Run 1, M2 wires:
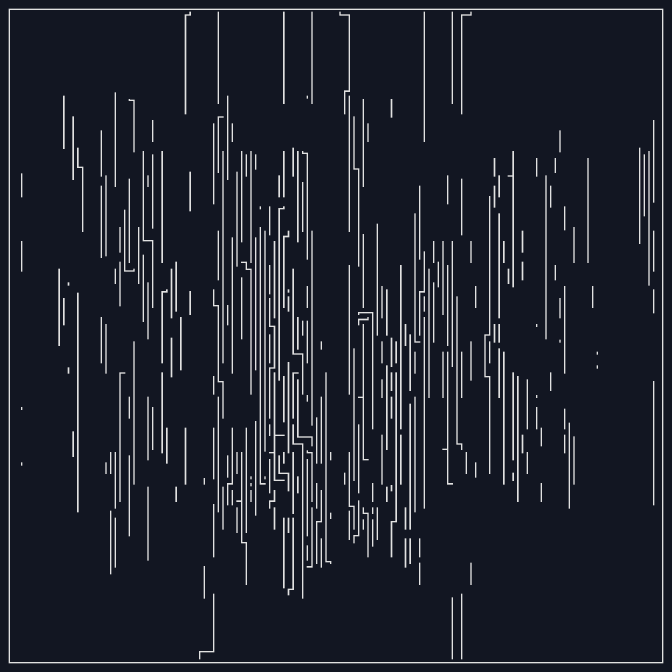
Run 1, signal wires by layer:
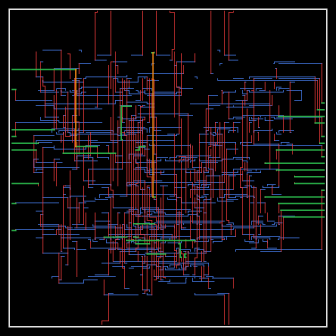
Run 1, routing congestion map:
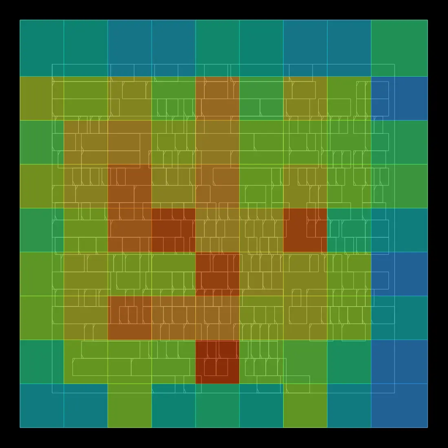
==> config.mk <==
export PLATFORM = sky130hd
export DESIGN_NAME = mbtrain_seq_ctrl
export DESIGN_NICKNAME = d
export VERILOG_FILES = /design/src/rtl/mbtrain_pkg.sv /design/src/rtl/mbtrain_timeout_cnt.sv /design/src/rtl/mbtrain_seq_ctrl.sv
export SDC_FILE = /design/constraint.sdc
export NUM_CORES = 1
export LEC_CHECK = 0
export ABC_AREA = 1
export CORE_MARGIN = 5
export CORE_UTILIZATION = 51
export CTS_BUF_LIST = sky130_fd_sc_hd__clkbuf_4 sky130_fd_sc_hd__clkbuf_8
export DETAILED_ROUTE_END_ITERATION = 8
export PLACE_DENSITY_LB_ADDON = 0.25
export SLEW_MARGIN = 30
export SYNTH_ARGS = -nofsm -noshare
export SYNTH_HDL_FRONTEND = slang
export SYNTH_SLANG_ARGS = --single-unit
==> constraint.sdc <==
create_clock -name clk -period 2.49 [get_ports clk]
set_input_delay 0.498 -clock clk [delete_from_list [all_inputs] [get_ports clk]]
set_output_delay 0.498 -clock clk [all_outputs]
set_load 0.05 [all_outputs]
==> flow_summary.ini, run 1 <==
; yosys + openroad results
[outcome]
status = completed

[finish]
largest_class = logic gates
diodes = 0
final_cell_mix = nand2_1 (47), clkdlybuf4s50_1 (36), inv_1 (27)
num-clock-buffers = 3
inv_count = 34
regArea_um2 = 601
syn2layout_area_growth_pct = 31.0
comb_cells = 144
seq_share_pct = 30.7
fin_nets = 267
post_route_cells_drive_above_1_share_pct = 14.7
layout.area.comb_um2 = 751

[floorplanning]
num_rows = 19
dieArea_um2 = 4110
core_um2 = 2780
io_pins = 37
taps = 31
fp_util_pct = 53.6
die_h_um = 64.1

[clock_tree]
clk_pin_slew_ps = 120
cts_buffers = 3
clk_latency_ps = 310
htreeDepth = 1
cts_hold_buf = 0
clockRootBuffer = clkbuf_4
cts_tree = done

[grt]
overflow = 0
antenna_found_initial = 0
grt_pass1_vias = 1339

[yosys]
synth-seq-cells = 24
ys_area_um2 = 1490
common_cells = nand2_1 (47), inv_1 (27), nor2_1 (26)
yosysWarnings = 0
syn-cell-area_um2 = 1490
yosys.area.top_type_share_pct = 40.3
ys_sh_simple_pct = 40.1
topCellsByArea = dfrtp_1 (40%), nand2_1 (12%), inv_1 (6.8%)
edf_count = 0
top_area_cell = dfrtp_1
yosys.area_share.aoi_pct = 7.13
synthFlopType = dfrtp_1
async_reset_ff_share_pct = 100
synth_cell_types = 27
most_common_cell = nand2_1
syn-instance-count = 203

[final_timing]
tightest_slew_ps = 504
fin_skew_ps = 4.42
slew_viol_final = 0
fin_hold_ws_ps = 524
fmax_mhz = 463
finalCritPeriodShare_pct = 86.8
setup_tns_ps = 0
period_minus_slack_ps = 2160
hold_viol = 0

[pwr]
switchingPower_w = 0.000639
powerDensity_nw_per_um2 = 754
internal_power_w = 0.000835
power.leakage_nw = 0.997
clock_power_share_pct = 18.4
max-vdd-ir-drop_uv = 823

[worst_setup_path]
cp-start-kind = flip-flop
path_max_fanout = 8
cp_slowest_cell = clkdlybuf4s50_1
reg2reg_slack_ps = 440
ff2ff_path_depth = 11
required_ps = 1990
critical-path-max-stage-delay_ps = 850
crit_chain = clkdlybuf4s50_1
critPathKind = reg2out
cpLargestDelayFamily = buffers and inverters

[route]
routed.top_layer = met4
remaining_drc_errors = 0
route.met3.wl_um = 196
final_antenna_net_count = 0
met2WireLength_mm = 1.64

[flow_run]
maxCapViolCount = 0
log.warning_count = 27

[placement]
dp.final_hpwl_mm = 2.63
## Picture notes: 'M2 wires'
wire length on this layer: 1,640 µm
share of all routed wire: 48%
via count: 1,385
final wirelength: 3.41 mm
met2 Usage GRT: 29.6%

## Picture notes: 'signal wires by layer'
[red] metal 2 | wire length: 1,640 µm
[green] metal 3 | wire length: 197 µm
[blue] metal 1 | wire length: 1,520 µm
[orange] metal 4 | wire length: 44.9 µm
Routed WL per cell: 12.3 µm
GRT Total Usage: 17.9%

## Picture notes: 'routing congestion map'
Most Crowded Layer GR: met2
Final Core Density: 70.3%
met1 usage: 23.1%

-- run 1: through the flow --
step                      setup slack (ps)  cells  power (W)  cell area, µm²  util [%]
after floorplan                        354    203    0.00101            1490         -
after global placement                 253    272    0.00120            1900      68.4
after detailed placement               230    272    0.00120            1900      68.4
after CTS                              302    276    0.00148            1950      70.3
after global routing                   233    276    0.00159            1950      70.3
final                                  329    276    0.00147            1950      70.3
-- run 1: power groups by stage --
stage          sequential [W]  combinational, W  clock, W
2_1_floorplan        0.000573          0.000440         0
3_3_place_gp         0.000476          0.000721         0
3_5_place_dp         0.000476          0.000725         0
4_1_cts              0.000469          0.000734  0.000278
5_1_grt              0.000478          0.000816  0.000293
6_report             0.000469          0.000734  0.000271
==> inputs of run 2 (changes only) <==
Settings changed: CORE_MARGIN 5 to default.
==> run 2 against run 1 <==
Non-clock buffer count fell by 1. Sequential power about the same. Largest cell class unchanged. Die area down 23%. Utilization increased by 0.33 points. Via count rose by 1.2%. Highest routed layer unchanged.
==> flow_summary.ini, run 2 <==
; yosys + openroad results
[final_timing]
slew_viol_final = 0
fin_skew_ps = 2.04
tightest_slew_ps = 512
hold_viol = 0
fin_hold_ws_ps = 515
period_minus_slack_ps = 2210

[floorplanning]
io_pins = 37
core_um2 = 2760
die_h_um = 56.1
num_rows = 19
dieArea_um2 = 3140
taps = 31

[outcome]
status = completed

[pwr]
switchingPower_w = 0.000638
power.largest_group = combinational cells
powerDensity_nw_per_um2 = 754
max-vdd-ir-drop_uv = 652
p_clk_w = 0.000273
power.leakage_nw = 0.992
internal_power_w = 0.000831
clock_power_share_pct = 18.6
p_seq_w = 0.000468

[clock_tree]
clk_latency_ps = 310
clk_pin_slew_ps = 120
cts_buffers = 3
htreeDepth = 1

[finish]
fin_nets = 266
stdcell_count = 275
seq_share_pct = 30.8
inv_count = 34
layout.area.comb_um2 = 751
diodes = 0
final_cell_mix = nand2_1 (47), clkdlybuf4s50_1 (36), inv_1 (27)
syn2layout_area_growth_pct = 30.5

[worst_setup_path]
critical-path-max-stage-delay_ps = 860
reg2reg_slack_ps = 360
crit_chain = clkdlybuf4s50_1
critPathKind = reg2out
cp_slowest_cell = clkdlybuf4s50_1
cp-start-kind = flip-flop

[yosys]
topCellsByArea = dfrtp_1 (40%), nand2_1 (12%), inv_1 (6.8%)
yosys.area_share.aoi_pct = 7.13
common_cells = nand2_1 (47), inv_1 (27), nor2_1 (26)
synthFlopType = dfrtp_1
edf_count = 0
synth-seq-cells = 24
ys_sh_simple_pct = 40.1
async_reset_ff_share_pct = 100
synth_cell_types = 27
syn-instance-count = 203
ys_area_um2 = 1490
yosysWarnings = 0
syn-cell-area_um2 = 1490
yosys.area.top_type_share_pct = 40.3

[flow_run]
log.warning_count = 27

[placement]
dp.final_hpwl_mm = 2.49

[route]
remaining_drc_errors = 0
final_antenna_net_count = 0
routedWlPerCell_um = 12.0

[grt]
grt_pass1_vias = 1300
grt.total_usage_pct = 22.9
antenna_found_initial = 0
==> run 2: tightest hold or removal path: stages <==
cell	delay, ps
clkdlybuf4s50_1	390
inv_1	50
buf_4	290
==> run 2: per-layer routing <==
layer	routed length (µm)	up-vias	GRT usage [%]
met5	0	-	0
met4	42	0	5.92
met3	157	6	2.33
met2	1630	35	37.2
met1	1470	643	32.8
li1	-	717	-
==> run 2: per-stage QoR <==
| stage | setup WS (ps) | total power (W) | cell area, µm² |
|---|---|---|---|
| final | 279 | 0.00147 | 1950 |
| after global routing | 148 | 0.00156 | 1950 |
| after CTS | 280 | 0.00147 | 1950 |
| after detailed placement | 188 | 0.00119 | 1890 |
| after global placement | 244 | 0.00119 | 1890 |
| after floorplan | 354 | 0.00101 | 1490 |
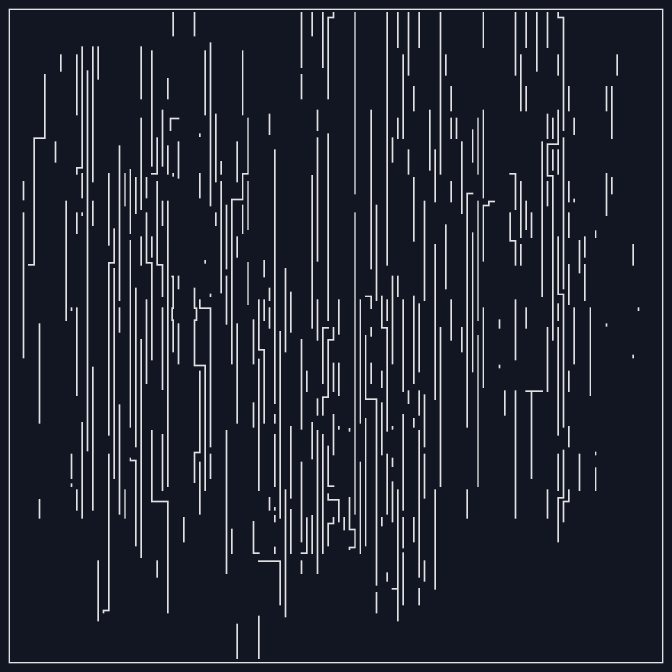
Run 2: M2 wires
longest straight run: 32.6 µm
share of all routed wire: 49%
wire length on this layer: 1,630 µm
nets with wire on the layer: 212
via count: 1,401
met2 Usage GRT: 37.2%
final wirelength: 3.30 mm

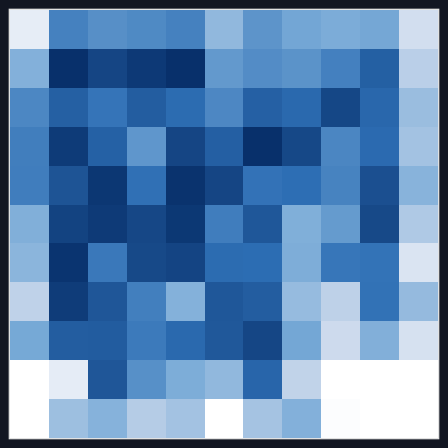
Run 2: placement density heat map
The die is cut into 11 by 11 equal tiles; white is low, dark blue is high, 0 to 100% covered.
emptiest ninth of the die: lower right
mean over tiles: 61%
fullest tile: 100%
tiles over 75% full: 39%
nearly empty tiles: 7.4%
Final Core Density: 70.6%
Core Util at FP: 54.1%

Power and IR drop assume default switching activity.
